`config.mk`:
```
export PLATFORM = sky130hd
export DESIGN_NAME = hart_fetch_scheduler
export DESIGN_NICKNAME = d
export VERILOG_FILES = /design/src/rtl/fetch_pkg.sv /design/src/rtl/hart_rr_arbiter.sv /design/src/rtl/hart_fetch_scheduler.sv
export SDC_FILE = /design/constraint.sdc
export NUM_CORES = 1
export LEC_CHECK = 0
export ABC_AREA = 1
export CAP_MARGIN = 20
export CORE_ASPECT_RATIO = 2
export CORE_UTILIZATION = 35
export DETAILED_ROUTE_END_ITERATION = 8
export SYNTH_ARGS = -nofsm -noshare
export SYNTH_HDL_FRONTEND = slang
export SYNTH_SLANG_ARGS = --single-unit
```
`constraint.sdc`:
```
create_clock -name clk -period 5.8 [get_ports clk]
set_input_delay 1.16 -clock clk [delete_from_list [all_inputs] [get_ports clk]]
set_output_delay 1.16 -clock clk [all_outputs]
set_load 0.01 [all_outputs]
```
`src/rtl/fetch_pkg.sv`:
```
// fetch_pkg: shared types and constants for the fetch-stage hart scheduler.
package fetch_pkg;
    localparam int NUM_HARTS = 4;
    localparam int HART_W = $clog2(NUM_HARTS);
    localparam int XLEN = 32;
    localparam logic [XLEN-1:0] RESET_PC = 32'h0000_0000;
    localparam int INST_BYTES = 4;
    typedef enum logic {READY = 1'b0, WAIT = 1'b1} hart_state_t;
endpackage

```
`src/rtl/hart_rr_arbiter.sv`:
```
// hart_rr_arbiter: combinational round-robin pick of the first requester after i_ptr.
module hart_rr_arbiter #(
    parameter int NUM_HARTS = fetch_pkg::NUM_HARTS,
    parameter int HART_W = fetch_pkg::HART_W
) (
    input  logic [NUM_HARTS-1:0] i_req,
    input  logic [HART_W-1:0]    i_ptr,
    output logic [NUM_HARTS-1:0] o_grant,
    output logic [HART_W-1:0]    o_idx,
    output logic                 o_any
);
    // Scan from farthest to nearest so the nearest requester after i_ptr wins; i_ptr itself is last.
    always_comb begin
        o_idx = i_ptr;
        o_any = 1'b0;
        for (int i = NUM_HARTS; i >= 1; i--) begin
            if (i_req[i_ptr + HART_W'(i)]) begin
                o_idx = i_ptr + HART_W'(i);
                o_any = 1'b1;
            end
        end
        o_grant = o_any ? (NUM_HARTS'(1) << o_idx) : '0;
    end
endmodule

```
`src/rtl/hart_fetch_scheduler.sv`:
```
// hart_fetch_scheduler: per-hart PC file with round-robin fetch issue into the instruction cache,
// parking harts on a miss until their refill completes and applying branch redirects.
module hart_fetch_scheduler #(
    parameter int NUM_HARTS = fetch_pkg::NUM_HARTS,
    parameter int HART_W = fetch_pkg::HART_W,
    parameter int XLEN = fetch_pkg::XLEN,
    parameter logic [XLEN-1:0] RESET_PC = fetch_pkg::RESET_PC
) (
    input  logic                 clk,
    input  logic                 nReset,
    input  logic                 Enable,
    input  logic                 initialising,
    input  logic                 InstMiss,
    input  logic [HART_W-1:0]    FetchingmhartID,
    input  logic                 DoneRetrieving,
    input  logic [HART_W-1:0]    RetrievingDoneFor,
    input  logic                 redirect_valid,
    input  logic [HART_W-1:0]    redirect_hart,
    input  logic [XLEN-1:0]      redirect_pc,
    output logic [XLEN-1:0]      Address,
    output logic [HART_W-1:0]    mhartID_ID,
    output logic                 fetch_valid,
    output logic                 squash_IF,
    output logic [NUM_HARTS-1:0] hart_waiting
);
    import fetch_pkg::*;

    hart_state_t          r_state [NUM_HARTS];
    logic [XLEN-1:0]      r_pc [NUM_HARTS];
    logic [HART_W-1:0]    r_rr_ptr;
    logic [XLEN-1:0]      r_addr;
    logic [HART_W-1:0]    r_hart;
    logic                 r_valid;
    logic                 r_squash;
    logic [NUM_HARTS-1:0] w_req;
    logic [NUM_HARTS-1:0] w_grant;
    logic [HART_W-1:0]    w_idx;
    logic                 w_any;
    logic                 w_miss_ok;
    logic                 w_issue;
    logic [XLEN-1:0]      w_redir_pc;

    // A miss only counts when it names the hart whose fetch is actually in the cache stage.
    assign w_miss_ok = InstMiss && r_valid && FetchingmhartID == r_hart;
    assign w_issue = Enable && !initialising && w_any;
    assign w_redir_pc = redirect_pc & ~XLEN'(3);

    for (genvar h = 0; h < NUM_HARTS; h++) begin : g_hart
        logic w_redir;
        logic w_miss;
        logic w_done;
        assign w_redir = redirect_valid && redirect_hart == HART_W'(h);
        assign w_miss = w_miss_ok && FetchingmhartID == HART_W'(h);
        assign w_done = DoneRetrieving && RetrievingDoneFor == HART_W'(h);
        assign w_req[h] = r_state[h] == READY && !(r_valid && r_hart == HART_W'(h))
                          && !(InstMiss && FetchingmhartID == HART_W'(h));
        assign hart_waiting[h] = r_state[h] == WAIT;

        always_ff @(posedge clk or negedge nReset) begin
            if (!nReset) begin
                r_pc[h] <= RESET_PC;
                r_state[h] <= READY;
            end else begin
                if (w_redir)
                    r_pc[h] <= w_redir_pc;
                else if (w_miss)
                    r_pc[h] <= r_pc[h] - XLEN'(INST_BYTES);
                else if (w_issue && w_grant[h])
                    r_pc[h] <= r_pc[h] + XLEN'(INST_BYTES);
                r_state[h] <= w_done ? READY : w_miss ? WAIT : r_state[h];
            end
        end
    end

    hart_rr_arbiter #(.NUM_HARTS(NUM_HARTS), .HART_W(HART_W)) u_arb (
        .i_req  (w_req),
        .i_ptr  (r_rr_ptr),
        .o_grant(w_grant),
        .o_idx  (w_idx),
        .o_any  (w_any)
    );

    always_ff @(posedge clk or negedge nReset) begin
        if (!nReset) begin
            r_rr_ptr <= HART_W'(NUM_HARTS - 1);
            r_addr <= '0;
            r_hart <= '0;
            r_valid <= 1'b0;
            r_squash <= 1'b0;
        end else if (Enable) begin
            r_valid <= w_issue;
            r_squash <= redirect_valid && r_valid && redirect_hart == r_hart;
            if (w_issue) begin
                r_addr <= r_pc[w_idx];
                r_hart <= w_idx;
                r_rr_ptr <= w_idx;
            end
        end
    end

    assign Address = r_addr;
    assign mhartID_ID = r_hart;
    assign fetch_valid = r_valid;
    assign squash_IF = r_squash;

    a_miss_in_flight: assert property (@(posedge clk) disable iff (!nReset)
        InstMiss |-> (r_valid && FetchingmhartID == r_hart));
endmodule

```
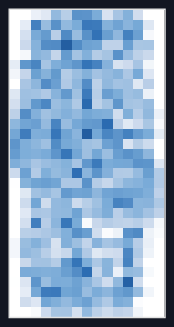
Run 1: placement density heat map
Drawn at 1 px/um. 15 x 31 tiles, from white (low) to dark blue (high), 0 to 100% covered.
nearly empty tiles	9.9%
emptiest ninth of the die	lower right
mean over tiles	37%
core area: 45800 um^2
final core area utilization: 39.9%
share of the core filled by cells before placement: 35.4%

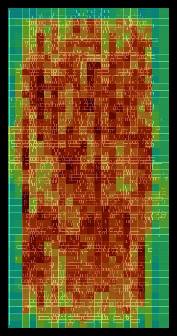
Run 1: routing congestion map
layer with the highest usage: met2
global-route met3 utilization: 3.28%
met2 Use GR: 58.0%

==> results_tabular.tex, run 1 <==
% Synthesis and place-and-route results
\begin{tabular}{lr}
\hline
Metric & Value \\
\hline
\multicolumn{2}{l}{\textbf{Synthesis}} \\
\quad FF+latch count, synth & between 150 and 200 \\
\quad Post-synthesis cell type with the largest combined area & dfrtp\_1 \\
\quad Async S/R FF share, synth & 100\% \\
\quad Combined area of all synthesized cells & approximately 16000 um\^{}2 \\
\quad Leading cell types by total area after synthesis & dfrtp\_1 (24\%), nand2\_1 (22\%), nand3\_1 (12\%) \\
\quad Yosys chip area & about 16000 um\^{}2 \\
\multicolumn{2}{l}{\textbf{Placed design}} \\
\quad Inst Count DP & about 3300 \\
\quad Buffers on Ports & $\sim$80 \\
\quad HPWL after DPL & 59.0 mm \\
\multicolumn{2}{l}{\textbf{Clock tree}} \\
\quad Post-CTS setup repair buffer count & 0 \\
\multicolumn{2}{l}{\textbf{Routing}} \\
\quad Wire length the detailed router placed on met1 & 25.5 mm \\
\quad Detailed route wirelength on metal2 & between 30 and 40 mm \\
\quad First-pass iteration count of the detailed router & 6 \\
\quad DRC errors left & 0 \\
\quad Count of routing violations after the opening detailed-route iteration & 1249 \\
\multicolumn{2}{l}{\textbf{Finish}} \\
\quad Combinational gates & 2193 \\
\quad Post-route insts no fill & 3316 \\
\quad Area growth from synthesis to final layout & 12.6\% \\
\quad Number of flip-flops in the largest register & approximately 120 \\
\quad Biggest cell category by area in the final layout & logic gates \\
\quad Sequential Area & 4010 um\^{}2 \\
\quad Total non-filler cell area in the finished layout & 18300 um\^{}2 \\
\quad Area of the multi-input gates & $\sim$11000 um\^{}2 \\
\quad Highest-count cells in the layout ignoring fill and taps & nand2\_1 (965), nand3\_1 (405), inv\_1 (239) \\
\multicolumn{2}{l}{\textbf{Outcome}} \\
\quad Result of the run & complete, no violations \\
\multicolumn{2}{l}{\textbf{Power}} \\
\quad Power per standard cell area & roughly 470 nW/um\^{}2 \\
\quad Power in combinational cells & between 5 and 6 mW \\
\quad Overall power after layout & between 8 and 9 mW \\
\quad VDD IR-drop max & approximately 0.4 mV \\
\multicolumn{2}{l}{\textbf{Setup path}} \\
\quad Flop-to-flop setup slack & about 2.1 ns \\
\quad R2r startpoint & mhartID\_ID[0]\$\_DFFE\_PN0P\_ \\
\quad Longest individual stage delay on the worst path & a little over 0.6 ns \\
\multicolumn{2}{l}{\textbf{STA}} \\
\quad Setup repair after global routing missed its margin & no \\
\quad Highest attainable clock frequency & roughly 220 MHz \\
\quad Slew of the pin with the lowest slew margin & 0.901 ns \\
\quad Worst setup margin & between 1 and 1.5 ns \\
\quad Worst clock skew & about 0.013 ns \\
\quad Final Hold Slack & roughly 0.48 ns \\
\multicolumn{2}{l}{\textbf{Min path}} \\
\quad Worst hold path startpoint & Address[8]\$\_DFFE\_PN0P\_ \\
\multicolumn{2}{l}{\textbf{Global routing}} \\
\quad Initial antenna violation count & 1 \\
\quad First-pass GRT wire length & roughly 110 mm \\
\hline
\end{tabular}
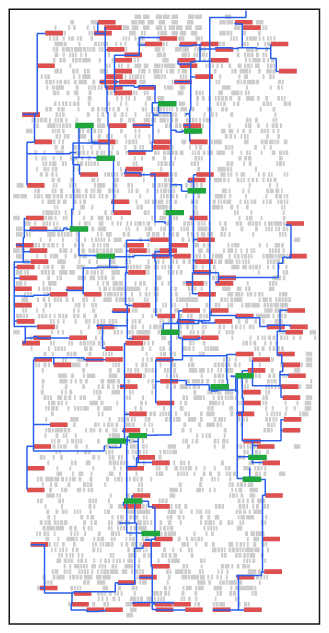
Run 1: clock network drawn from the DEF
Drawn at 2 px/um.
[blue] clock wires | length: 3020 um
[red] flip-flops | count: 160
[green] clock-net drivers | count: 17
routed clock nets	18

## run 1: worst max path at each step
| stage | endpoint | slack, ns | cells past startpoint |
|---|---|---|---|
| after detailed placement | r_pc[30]$_DFFE_PN0P_ | 0.89 | 22 |
| after floorplan | r_pc[15]$_DFFE_PN0P_ | 0.59 | 15 |
| after global placement | r_pc[30]$_DFFE_PN0P_ | 0.83 | 22 |
| final | r_pc[19]$_DFFE_PN0P_ | 1.31 | 18 |
| after global routing | r_pc[19]$_DFFE_PN0P_ | 1.03 | 18 |
| after CTS | r_pc[30]$_DFFE_PN0P_ | 1.39 | 22 |
## run 1: kinds of logic after synthesis
family	share of synthesized area, %
compound gates	12.2
fa+ha+maj	9.12
xor+xnor	2.69
flops	24.7
other cells	0.0231
simple gates	43.1
buf+inv	8.20
==> run 2: changes to the inputs <==
==> constraint.sdc (replaced) <==
create_clock -name clk -period 4.2 [get_ports clk]
set_input_delay 0.84 -clock clk [delete_from_list [all_inputs] [get_ports clk]]
set_output_delay 0.84 -clock clk [all_outputs]
set_load 0.01 [all_outputs]
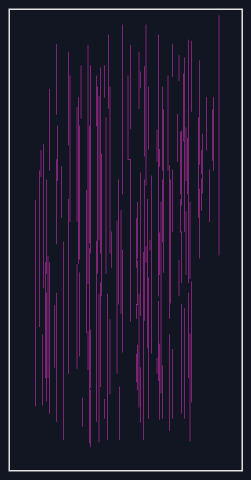
Run 2: signal wires on met4
Drawn at 1.5 px/um.
main direction	vertical
longest straight run	174 um
nets with wire on the layer	119
total length of routed wires: 74.7 mm
total number of vias: 19300

==> run 2 against run 1 <==
  * Combinational power grew about 40%
  * Area after synthesis is the same
  * Global-route usage shrank 0.32 points
  * Flip-flop count is the same
  * Sequential power grew 43%
  * Critical endpoint is now r_pc[52]$_DFFE_PN0P_
  * Largest power group unchanged
  * Clock skew grew 0.0042 ns
==> results_tabular.tex, run 2 <==
% Synthesis and place-and-route results
\begin{tabular}{lr}
\hline
Metric & Value \\
\hline
\multicolumn{2}{l}{\textbf{Outcome}} \\
\quad Result of the run & complete, no violations \\
\multicolumn{2}{l}{\textbf{Synthesis}} \\
\quad Combined area of all synthesized cells & 16200 um\^{}2 (unchanged) \\
\quad Async S/R FF share, synth & 100\% (unchanged) \\
\quad FF+latch count, synth & 160 (unchanged) \\
\quad Largest non-sequential cell family by area & simple AND/OR/NAND/NOR gates \\
\quad XORs/XNORs by Area & 2.69\% (unchanged) \\
\quad Adder Share, Synth & 9.12\% (unchanged) \\
\quad Fraction of the mapped netlist area in simple logic gates & 43.1\% (unchanged) \\
\quad Multiplexer share of the synthesized area & 0\% (unchanged) \\
\multicolumn{2}{l}{\textbf{STA}} \\
\quad Highest attainable clock frequency & 263 MHz \\
\quad Worst setup margin & 0.405 ns (-0.907 ns) \\
\multicolumn{2}{l}{\textbf{Finish}} \\
\quad Number of flip-flops in the largest register & 120 (unchanged) \\
\quad Combinational gates & 2193 (unchanged) \\
\quad Area growth from synthesis to final layout & 19.5\% \\
\quad Area of the multi-input gates & 11000 um\^{}2 (about the same) \\
\multicolumn{2}{l}{\textbf{Power}} \\
\quad VDD IR-drop max & 0.373 mV (-5.8\%) \\
\quad Overall power after layout & 12.0 mW (+41\%) \\
\multicolumn{2}{l}{\textbf{Placed design}} \\
\quad Buffers on Ports & 80 (unchanged) \\
\multicolumn{2}{l}{\textbf{Floorplanning}} \\
\quad Share of the core filled by cells before placement & 35.4\% (unchanged) \\
\multicolumn{2}{l}{\textbf{Setup path}} \\
\quad Longest individual stage delay on the worst path & 0.53 ns (-0.09 ns) \\
\hline
\end{tabular}
[run 2: metal layers]
metal  routed length, um  global-route usage (%)
met1               25100                    31.1
met2               37200                    57.3
met3                3730                    3.99
met4                8610                    32.3
met5                   0                       0
[run 2: worst max-delay path, delay by kind of cell]
| kind | cells | cell delay, ns |
|---|---|---|
| buffers and inverters | 3 | 0.82 |
| AND/OR/NAND/NOR | 11 | 1.57 |
| adder cells (fa/ha/maj) | 1 | 0.29 |
| AND-OR/OR-AND | 3 | 0.62 |
[run 2: stage by stage]
| stage | instances | utilization, % |
|---|---|---|
| finish | 3460 | 42.4 |
| global route | 3460 | 42.4 |
| CTS | 3460 | 42.4 |
| detailed placement | 3428 | 41.1 |
| global placement | 3428 | 41.1 |
| floorplan | 2696 | - |
==> run 3: changes to the inputs <==
--- a/config.mk
+++ b/config.mk
@@ -10,6 +10,7 @@
 export CORE_ASPECT_RATIO = 2
 export CORE_UTILIZATION = 35
 export DETAILED_ROUTE_END_ITERATION = 8
+export HOLD_SLACK_MARGIN = 0.08
 export SYNTH_ARGS = -nofsm -noshare
 export SYNTH_HDL_FRONTEND = slang
 export SYNTH_SLANG_ARGS = --single-unit
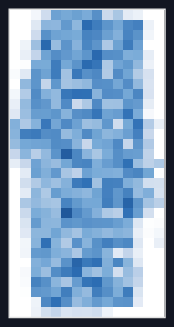
Run 3: placement density heat map
Drawn at 1 px/um. 15 x 31 tiles, from white (low) to dark blue (high), 0 to 100% covered.
emptiest ninth of the die	lower right
nearly empty tiles	15%
mean over tiles	40%
fullest tile	84%
tiles over 75% full	2.2%

==> run 3 against run 2 <==
  * Synthesized cell count is the same
  * Clock skew is the same
  * Sequential share of layout area unchanged
  * Design area is the same
  * Area after synthesis unchanged
  * Non-clock buffer count did not move
  * Register-to-register slack is essentially flat
  * Routed wire length did not move
  * Combinational power barely moved
  * Sequential power hardly changed
  * Worst hold slack stayed put
  * Maximum frequency did not move
==> results_tabular.tex, run 3 <==
% Synthesis and place-and-route results
\begin{tabular}{lr}
\hline
Metric & Value \\
\hline
\multicolumn{2}{l}{\textbf{Routing}} \\
\quad Total length of routed wires & 74.7 mm (unchanged) \\
\quad Detailed route wirelength on metal2 & 37.2 mm (unchanged) \\
\quad Met3 layer wire length in the routed design & 3.73 mm (unchanged) \\
\quad Total number of vias & 19300 (unchanged) \\
\quad Max layer used & met4 \\
\quad Wire length the detailed router placed on met1 & 25.1 mm (unchanged) \\
\multicolumn{2}{l}{\textbf{Power}} \\
\quad Leak pwr & 10.1 nW \\
\quad Overall power after layout & 12.0 mW (unchanged) \\
\quad VDD IR-drop max & 0.373 mV (unchanged) \\
\multicolumn{2}{l}{\textbf{Setup path}} \\
\quad CP delay by family, top & simple AND/OR/NAND/NOR gates \\
\quad Longest individual stage delay on the worst path & 0.53 ns (about the same) \\
\quad Buffers and inverters on the worst path & 3 (unchanged) \\
\quad Stages on the worst setup path & 18 (unchanged) \\
\multicolumn{2}{l}{\textbf{Finish}} \\
\quad Post-route insts no fill & 3460 (unchanged) \\
\quad Area growth from synthesis to final layout & 19.5\% (unchanged) \\
\quad Number of flip-flops in the largest register & 120 (unchanged) \\
\multicolumn{2}{l}{\textbf{Placed design}} \\
\quad Inst Count DP & 3428 (unchanged) \\
\quad Buffers on Ports & 80 (unchanged) \\
\multicolumn{2}{l}{\textbf{Synthesis}} \\
\quad Combined area of all synthesized cells & 16200 um\^{}2 (unchanged) \\
\quad Multiplexer share of the synthesized area & 0\% (unchanged) \\
\quad Largest non-sequential cell family by area & simple AND/OR/NAND/NOR gates \\
\quad Async S/R FF share, synth & 100\% (unchanged) \\
\multicolumn{2}{l}{\textbf{Global routing}} \\
\quad Layer with the highest usage & met2 \\
\quad Global-route met3 utilization & 3.99\% (unchanged) \\
\multicolumn{2}{l}{\textbf{STA}} \\
\quad Highest attainable clock frequency & 263 MHz (unchanged) \\
\quad Worst setup margin & 0.405 ns (unchanged) \\
\multicolumn{2}{l}{\textbf{Outcome}} \\
\quad Result of the run & complete, no violations \\
\hline
\end{tabular}
[run 3: cell counts after synthesis]
No cell type changed its count.
[run 3: final cells by class]
type | count | area [um^2]
fillers | 4997 | 26400
multi-input cells | 2193 | 11000
flip-flops and latches | 160 | 4010
repair buffers | 262 | 2240
inverters | 248 | 931
well taps | 565 | 707
clock buffers | 19 | 443
clock inverters | 13 | 130
[run 3: path summary, 6_finish.rpt]
kind	endpoint
setup / recovery	r_pc[52]$_DFFE_PN0P_
hold / removal	r_pc[27]$_DFFE_PN0P_
setup reg to reg	r_pc[52]$_DFFE_PN0P_
hold reg to reg	Address[29]$_DFFE_PN0P_
max in group asynchronous	r_pc[37]$_DFFE_PN0P_
min in group clk	Address[29]$_DFFE_PN0P_
Power and IR drop assume default switching activity.
